$ cat src/rtl/lmac_stats_pkg.sv
// Shared constants for the LMAC statistics block: counter indices and the
// register address layout {channel[15:4], index[3:1], word[0]}.
package lmac_stats_pkg;

    localparam int NUM_CTR       = 6;
    localparam int CTR_TX_FRAMES = 0;
    localparam int CTR_TX_BYTES  = 1;
    localparam int CTR_TX_ERRORS = 2;
    localparam int CTR_RX_FRAMES = 3;
    localparam int CTR_RX_BYTES  = 4;
    localparam int CTR_RX_ERRORS = 5;

    localparam int ADDR_W        = 16;
    localparam int ADDR_WORD_BIT = 0;
    localparam int ADDR_IDX_LSB  = 1;
    localparam int ADDR_IDX_W    = 3;
    localparam int ADDR_CH_LSB   = 4;
    localparam int ADDR_CH_W     = 12;

    function automatic int ctr_slot(input int ch, input int idx);
        return ch * NUM_CTR + idx;
    endfunction

endpackage

$ cat src/rtl/lmac_stats_regs_if.sv
// Host register-read handshake: one-cycle start with address in, one-cycle
// done strobe with 32-bit data out.
interface lmac_stats_regs_if;
    import lmac_stats_pkg::*;

    logic [ADDR_W-1:0] host_addr_reg;
    logic              reg_rd_start;
    logic              reg_rd_done_out;
    logic [31:0]       FMAC_REGDOUT;

    modport master (output host_addr_reg, output reg_rd_start,
                    input  reg_rd_done_out, input FMAC_REGDOUT);
    modport slave  (input  host_addr_reg, input reg_rd_start,
                    output reg_rd_done_out, output FMAC_REGDOUT);
endinterface

$ cat src/rtl/lmac_stat_ctr.sv
// One saturating statistics counter with add, read-clear and global clear.
// Latency: update visible the cycle after add_en; no backpressure.
module lmac_stat_ctr #(
    parameter int CNT_W = 48
) (
    input  logic             clk,
    input  logic             rst,
    input  logic             clr,
    input  logic             rd_clr,
    input  logic             add_en,
    input  logic [CNT_W-1:0] add_val,
    output logic [CNT_W-1:0] cnt
);

    logic [CNT_W-1:0] base;
    logic [CNT_W:0]   sum;
    logic [CNT_W-1:0] nxt;

    // A read-clear in the same cycle as an add restarts the count from the add.
    always_comb begin
        base = rd_clr ? '0 : cnt;
        sum  = {1'b0, base} + {1'b0, add_val};
        nxt  = sum[CNT_W] ? '1 : sum[CNT_W-1:0];
    end

    always_ff @(posedge clk) begin
        if (rst || clr) begin
            cnt <= '0;
        end else if (add_en) begin
            cnt <= nxt;
        end else if (rd_clr) begin
            cnt <= '0;
        end
    end

endmodule

$ cat src/rtl/lmac_stats_regs.sv
// Per-channel saturating TX/RX frame/byte/error counters with a snapshot read port.
// Latency: done two cycles after an accepted start; starts while busy are dropped.
module lmac_stats_regs
    import lmac_stats_pkg::*;
#(
    parameter int NCH           = 4,
    parameter int CNT_W         = 48,
    parameter int LEN_W         = 16,
    parameter int CLEAR_ON_READ = 0
) (
    input  logic                 clk,
    input  logic                 rst,
    input  logic [NCH-1:0]       tx_stat_valid,
    input  logic [NCH-1:0]       tx_stat_err,
    input  logic [NCH*LEN_W-1:0] tx_stat_len,
    input  logic [NCH-1:0]       rx_stat_valid,
    input  logic [NCH-1:0]       rx_stat_err,
    input  logic [NCH*LEN_W-1:0] rx_stat_len,
    input  logic                 stats_clr,
    lmac_stats_regs_if.slave     host
);

    localparam int NSLOT = NCH * NUM_CTR;

    logic [CNT_W-1:0] cnt_q [NSLOT];
    logic [NSLOT-1:0] rd_clr;

    for (genvar c = 0; c < NCH; c++) begin : g_ch
        for (genvar k = 0; k < NUM_CTR; k++) begin : g_ctr
            localparam bit IS_RX    = (k >= CTR_RX_FRAMES);
            localparam bit IS_BYTES = (k == CTR_TX_BYTES) || (k == CTR_RX_BYTES);
            localparam bit IS_ERR   = (k == CTR_TX_ERRORS) || (k == CTR_RX_ERRORS);

            logic             vld;
            logic             err;
            logic [LEN_W-1:0] len;
            logic             add_en;
            logic [CNT_W-1:0] add_val;

            assign vld     = IS_RX ? rx_stat_valid[c] : tx_stat_valid[c];
            assign err     = IS_RX ? rx_stat_err[c]   : tx_stat_err[c];
            assign len     = IS_RX ? rx_stat_len[c*LEN_W +: LEN_W]
                                   : tx_stat_len[c*LEN_W +: LEN_W];
            assign add_en  = vld && (IS_ERR ? err : !err);
            assign add_val = IS_BYTES ? CNT_W'(len) : CNT_W'(1);

            lmac_stat_ctr #(.CNT_W(CNT_W)) u_ctr (
                .clk     (clk),
                .rst     (rst),
                .clr     (stats_clr),
                .rd_clr  (rd_clr[ctr_slot(c, k)]),
                .add_en  (add_en),
                .add_val (add_val),
                .cnt     (cnt_q[ctr_slot(c, k)])
            );
        end
    end

    logic                  s1_vld;
    logic [31:0]           s1_dat;
    logic [31:0]           hi_shadow;
    logic [ADDR_CH_W-1:0]  rd_ch;
    logic [ADDR_IDX_W-1:0] rd_idx;
    logic                  rd_hi;
    logic                  rd_acc;
    logic                  in_range;
    logic [CNT_W-1:0]      sel;
    logic [63:0]           sel64;

    assign rd_ch    = host.host_addr_reg[ADDR_CH_LSB +: ADDR_CH_W];
    assign rd_idx   = host.host_addr_reg[ADDR_IDX_LSB +: ADDR_IDX_W];
    assign rd_hi    = host.host_addr_reg[ADDR_WORD_BIT];
    assign rd_acc   = host.reg_rd_start && !s1_vld;
    assign in_range = (int'(rd_idx) < NUM_CTR) && (int'(rd_ch) < NCH);
    assign sel64    = 64'(sel);

    always_comb begin
        sel    = '0;
        rd_clr = '0;
        for (int i = 0; i < NSLOT; i++) begin
            if (in_range && i == ctr_slot(int'(rd_ch), int'(rd_idx))) begin
                sel       = cnt_q[i];
                rd_clr[i] = (CLEAR_ON_READ != 0) && rd_acc && !rd_hi;
            end
        end
    end

    // Stage 1 captures the snapshot at the start edge; stage 2 presents it.
    always_ff @(posedge clk) begin
        if (rst) begin
            s1_vld               <= 1'b0;
            s1_dat               <= '0;
            hi_shadow            <= '0;
            host.reg_rd_done_out <= 1'b0;
            host.FMAC_REGDOUT    <= '0;
        end else begin
            s1_vld <= rd_acc;
            if (rd_acc) begin
                s1_dat <= rd_hi ? hi_shadow : sel64[31:0];
            end
            if (stats_clr) begin
                hi_shadow <= '0;
            end else if (rd_acc && !rd_hi && in_range) begin
                hi_shadow <= sel64[63:32];
            end
            host.reg_rd_done_out <= s1_vld;
            if (s1_vld) begin
                host.FMAC_REGDOUT <= s1_dat;
            end
        end
    end

endmodule

$ cat src/flat_wrapper.sv
// flat-port wrapper written by rule: the top's interface ports become plain ports
module lmac_stats_regs_flat import lmac_stats_pkg::*;
#(
    parameter int NCH           = 4,
    parameter int CNT_W         = 48,
    parameter int LEN_W         = 16,
    parameter int CLEAR_ON_READ = 0
)
  (clk, rst, tx_stat_valid, tx_stat_err, tx_stat_len, rx_stat_valid, rx_stat_err, rx_stat_len, stats_clr, host_host_addr_reg, host_reg_rd_start, host_reg_rd_done_out, host_FMAC_REGDOUT);
  lmac_stats_regs_if host_i ();
  input  logic clk;
  input  logic rst;
  input  logic [NCH-1:0] tx_stat_valid;
  input  logic [NCH-1:0] tx_stat_err;
  input  logic [NCH*LEN_W-1:0] tx_stat_len;
  input  logic [NCH-1:0] rx_stat_valid;
  input  logic [NCH-1:0] rx_stat_err;
  input  logic [NCH*LEN_W-1:0] rx_stat_len;
  input  logic stats_clr;
  input wire logic [$bits(host_i.host_addr_reg)-1:0] host_host_addr_reg;
  input wire logic [$bits(host_i.reg_rd_start)-1:0] host_reg_rd_start;
  output wire logic [$bits(host_i.reg_rd_done_out)-1:0] host_reg_rd_done_out;
  output wire logic [$bits(host_i.FMAC_REGDOUT)-1:0] host_FMAC_REGDOUT;
  assign host_i.host_addr_reg = host_host_addr_reg;
  assign host_i.reg_rd_start = host_reg_rd_start;
  assign host_reg_rd_done_out = host_i.reg_rd_done_out;
  assign host_FMAC_REGDOUT = host_i.FMAC_REGDOUT;
  lmac_stats_regs #(.NCH(NCH), .CNT_W(CNT_W), .LEN_W(LEN_W), .CLEAR_ON_READ(CLEAR_ON_READ)) u_core (.clk(clk), .rst(rst), .tx_stat_valid(tx_stat_valid), .tx_stat_err(tx_stat_err), .tx_stat_len(tx_stat_len), .rx_stat_valid(rx_stat_valid), .rx_stat_err(rx_stat_err), .rx_stat_len(rx_stat_len), .stats_clr(stats_clr), .host(host_i));
endmodule
$ cat config.mk
export PLATFORM = sky130hd
export DESIGN_NAME = lmac_stats_regs_flat
export DESIGN_NICKNAME = d
export VERILOG_FILES = /design/src/rtl/lmac_stats_pkg.sv /design/src/rtl/lmac_stats_regs_if.sv /design/src/rtl/lmac_stat_ctr.sv /design/src/rtl/lmac_stats_regs.sv /design/src/flat_wrapper.sv
export SDC_FILE = /design/constraint.sdc
export NUM_CORES = 2
export LEC_CHECK = 0
export ABC_CLOCK_PERIOD_IN_PS = 7850
export CAP_MARGIN = 10
export CORE_MARGIN = 10
export CORE_UTILIZATION = 50
export CTS_BUF_LIST = sky130_fd_sc_hd__clkbuf_16
export DETAILED_ROUTE_END_ITERATION = 7
export PLACE_DENSITY_LB_ADDON = 0.25
export SLEW_MARGIN = 20
export SYNTH_ARGS = -nofsm -noshare
export SYNTH_HDL_FRONTEND = slang
export SYNTH_SLANG_ARGS = --single-unit
$ cat constraint.sdc
create_clock -name clk -period 7.85 [get_ports clk]
set_input_delay 1.1775 -clock clk [delete_from_list [all_inputs] [get_ports clk]]
set_output_delay 1.1775 -clock clk [all_outputs]
set_load 0.01 [all_outputs]
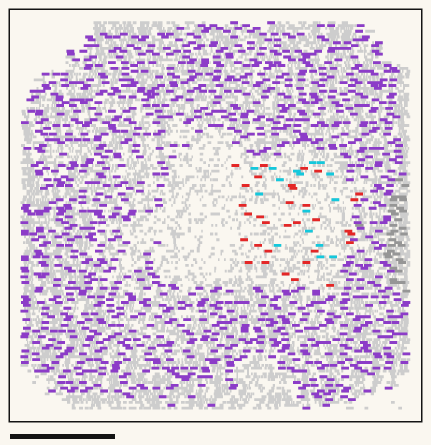
*Register map, names as in the netlist*
Bar = 100 um.
purple -> u_core.g_ch.g_ctr.u_ctr.cnt  # sequential cells 1,152, where widely spread
cyan -> u_core.hi_shadow  # sequential cells 16, where east
red -> u_core.s1_dat  # sequential cells 32
not coloured = 34
sequential cell area share: 0.319
final core utilization: 0.563
Sequential Area: 0.0247 sq mm

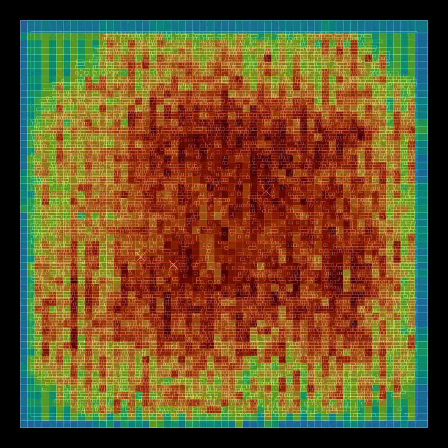
*Congestion heat map*
WL per Instance: 30.7 um
met1 Resource Use GR: 0.479

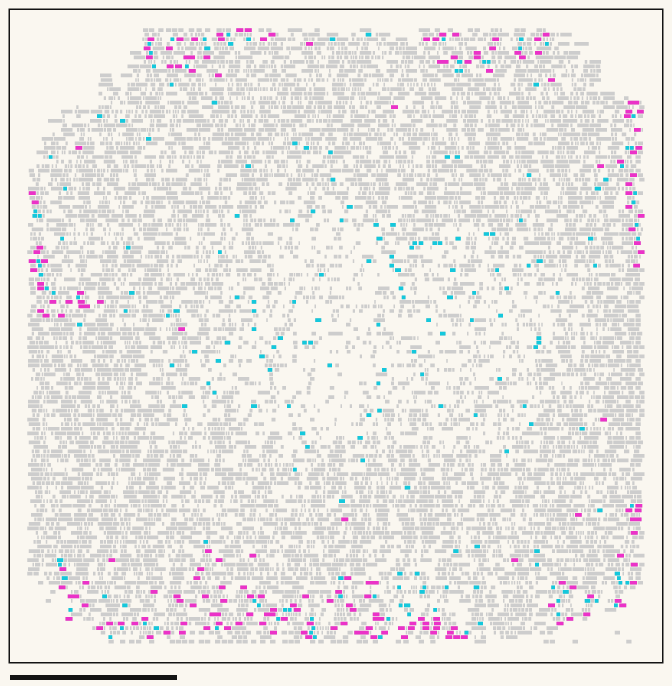
*Selected gate families*
Bar = 100 um.
magenta -> adder and majority cells  # cells 176, where widely spread
cyan -> AND-OR and OR-AND gates  # cells 204, where widely spread
most frequent logic cell in the layout: dfxtp_1
logic share of the area: 0.542

==> impl_metrics.py <==
# Metrics from the implementation run
metrics = {
    "run_status": {
        "status": "finished with violations",
        "violations": "DRC",
    },
    "clock_tree": {
        "post_cts_resized": 0,
        "cts-root-buf": "clkbuf_16",
        "clk_pin_slew_worst_paths_ns": 0.07,
        "cts_tree": "done",
        "ctsHoldBuffers": 0,
        "htree_num_levels": 4,
    },
    "finish": {
        "nets": 8909,
        "n_sequential_cell": 1234,
        "inverters": 192,
        "drive_gt1_frac": 0.0603,
        "logic_area_sq_mm": 0.0420,
        "filler_cell_count": 12700,
        "clock_area_frac": 0.0583,
    },
    "placement": {
        "dpl_cell_area_sq_mm": 0.0728,
        "port_buffers": 196,
        "dp_hpwl_um": 245000,
    },
    "setup_path": {
        "critical_path_buf_inv_count": 3,
        "reg2reg_to": "u_core.g_ch[0].g_ctr[4].u_ctr.cnt[40]$_SDFFE_PP0P_",
        "slowest_stage": "a2111oi_0",
        "path_max_fanout": 18,
        "critPathLaunchType": "primary input",
        "worstPathArrival_ns": 7.11,
        "worstRegToRegCells": 15,
        "crit_family": "AND-OR/OR-AND gates",
        "path_cells": "clkdlybuf4s50_1 -> ha_1 -> inv_1 -> fa_1 -> nor2b_4 -> o311ai_1 -> a21oi_1 -> a31oi_1 -> nand3_1 -> nor4_4 -> buf_4 -> nand3_1 -> nor2_1 -> a221o_1 -> o22ai_1 -> a2111oi_0 -> or2_1",
        "slowest_delay_ns": 1.10,
        "critPathCapture": "u_core.hi_shadow[15]$_SDFFE_PP0P_",
        "startpoint": "host_host_addr_reg[4]",
    },
    "yosys": {
        "synth-main-ff-cell": "dfxtp_1",
        "syn_avg_cell_area_sq_um": 8.08,
        "syn_nets": 8883,
        "top_cells_by_count": "dfxtp_1, a21oi_1, nand2_1",
        "async_flop_share": 0,
        "top_logic_kind": "AND-OR/OR-AND gates",
        "ys_area_sq_mm": 0.0690,
        "synth_top_area_share": 0.358,
        "adder_share": 0.0330,
        "yosysCellCount": 8543,
        "synthTopCellsByArea": "dfxtp_1, a21oi_1, xor2_1, xnor2_1, nand2_1",
        "yosysUniqueCellTypes": 94,
        "yosysSeqAreaShare": 0.358,
        "synth_top_cell_by_count": "dfxtp_1",
        "yosysTopAreaCell": "dfxtp_1",
        "synthMuxAreaShare": 0.0379,
        "ys_sh_xor": 0.117,
    },
    "global_routing": {
        "met3_usage": 0.143,
        "antenna_found_initial": 38,
        "groute.usage.overall": 0.401,
        "grt_max_degree": 215,
        "grt_pass1_vias": 64700,
        "gr-max-usage-layer": "met2",
    },
    "power_and_ir_drop": {
        "powerComb_mw": 1.14,
        "swShare": 0.266,
        "p_sw_mw": 3.76,
        "power_leakage_nw": 26.9,
        "pwr-share-comb": 0.081,
        "internal_power_mw": 10.4,
        "p_per_area_mw_per_mm2": 183,
        "pg_seq_mw": 6.36,
    },
    "final_timing": {
        "finalHoldViolations": 0,
        "hold_slack_ns": 0.489,
        "period_used_share": 0.810,
        "setup_viol": 0,
        "tightest_slew_ns": 1.35,
        "timing.final.crit_period_ns": 6.36,
        "final-max-slew-violation-count": 0,
        "finClkSkew_ns": 0.0303,
        "finalSetupTns_ns": 0,
    },
    "detailed_routing": {
        "vias": 70600,
        "drc": 10,
        "drt_first_pass_iters": 8,
        "wirelength_um": 321000,
    },
    "floorplan": {
        "dieArea_sq_mm": 0.153,
        "core_sq_mm": 0.137,
    },
    "run": {
        "drv_cap": 0,
    },
    "worst_hold_path": {
        "hp-start": "u_core.hi_shadow[4]$_SDFFE_PP0P_",
    },
}
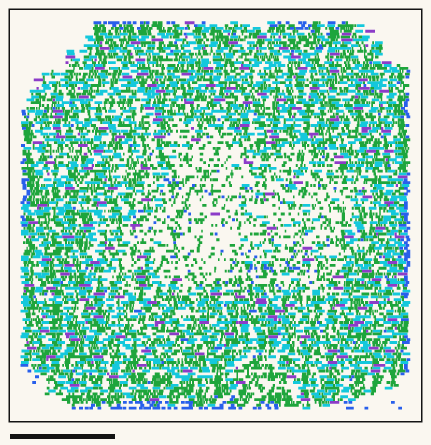
*Placement by cell class*
Bar = 100 um.
purple -> clock drivers and dummy loads  # cells 253, share of their area 6.0%
cyan -> flip-flops  # cells 1,234, share of their area 33%
green -> all other logic  # cells 6,843, share of their area 57%
blue -> other buffers and delay cells  # cells 348, share of their area 4.2%
post-route cell area: 0.0774 sq mm
Cell Rows: 136

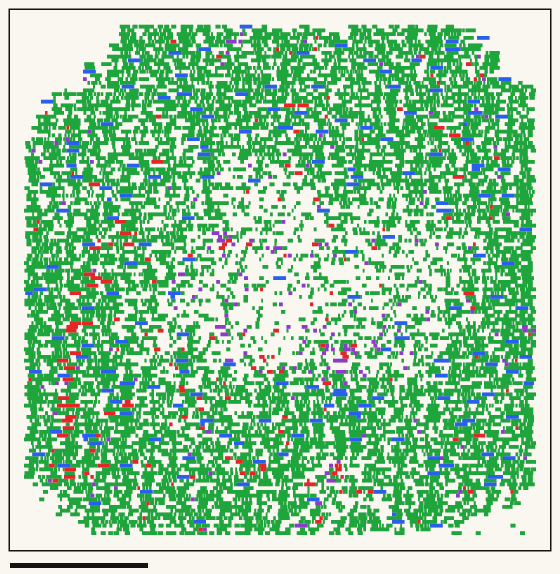
*Sizing map*
Bar = 100 um.
purple -> drive 3 to 4  # cells 168
red -> drive 2  # cells 178
blue -> drive 6 and up  # cells 177
green -> drive 1 or less  # cells 8,155
Synth-to-Final Area Change: 12.1%
Non-clk bufs: 348
setup ws final: 1.49 ns

Power is estimated from default activity; no workload was simulated.
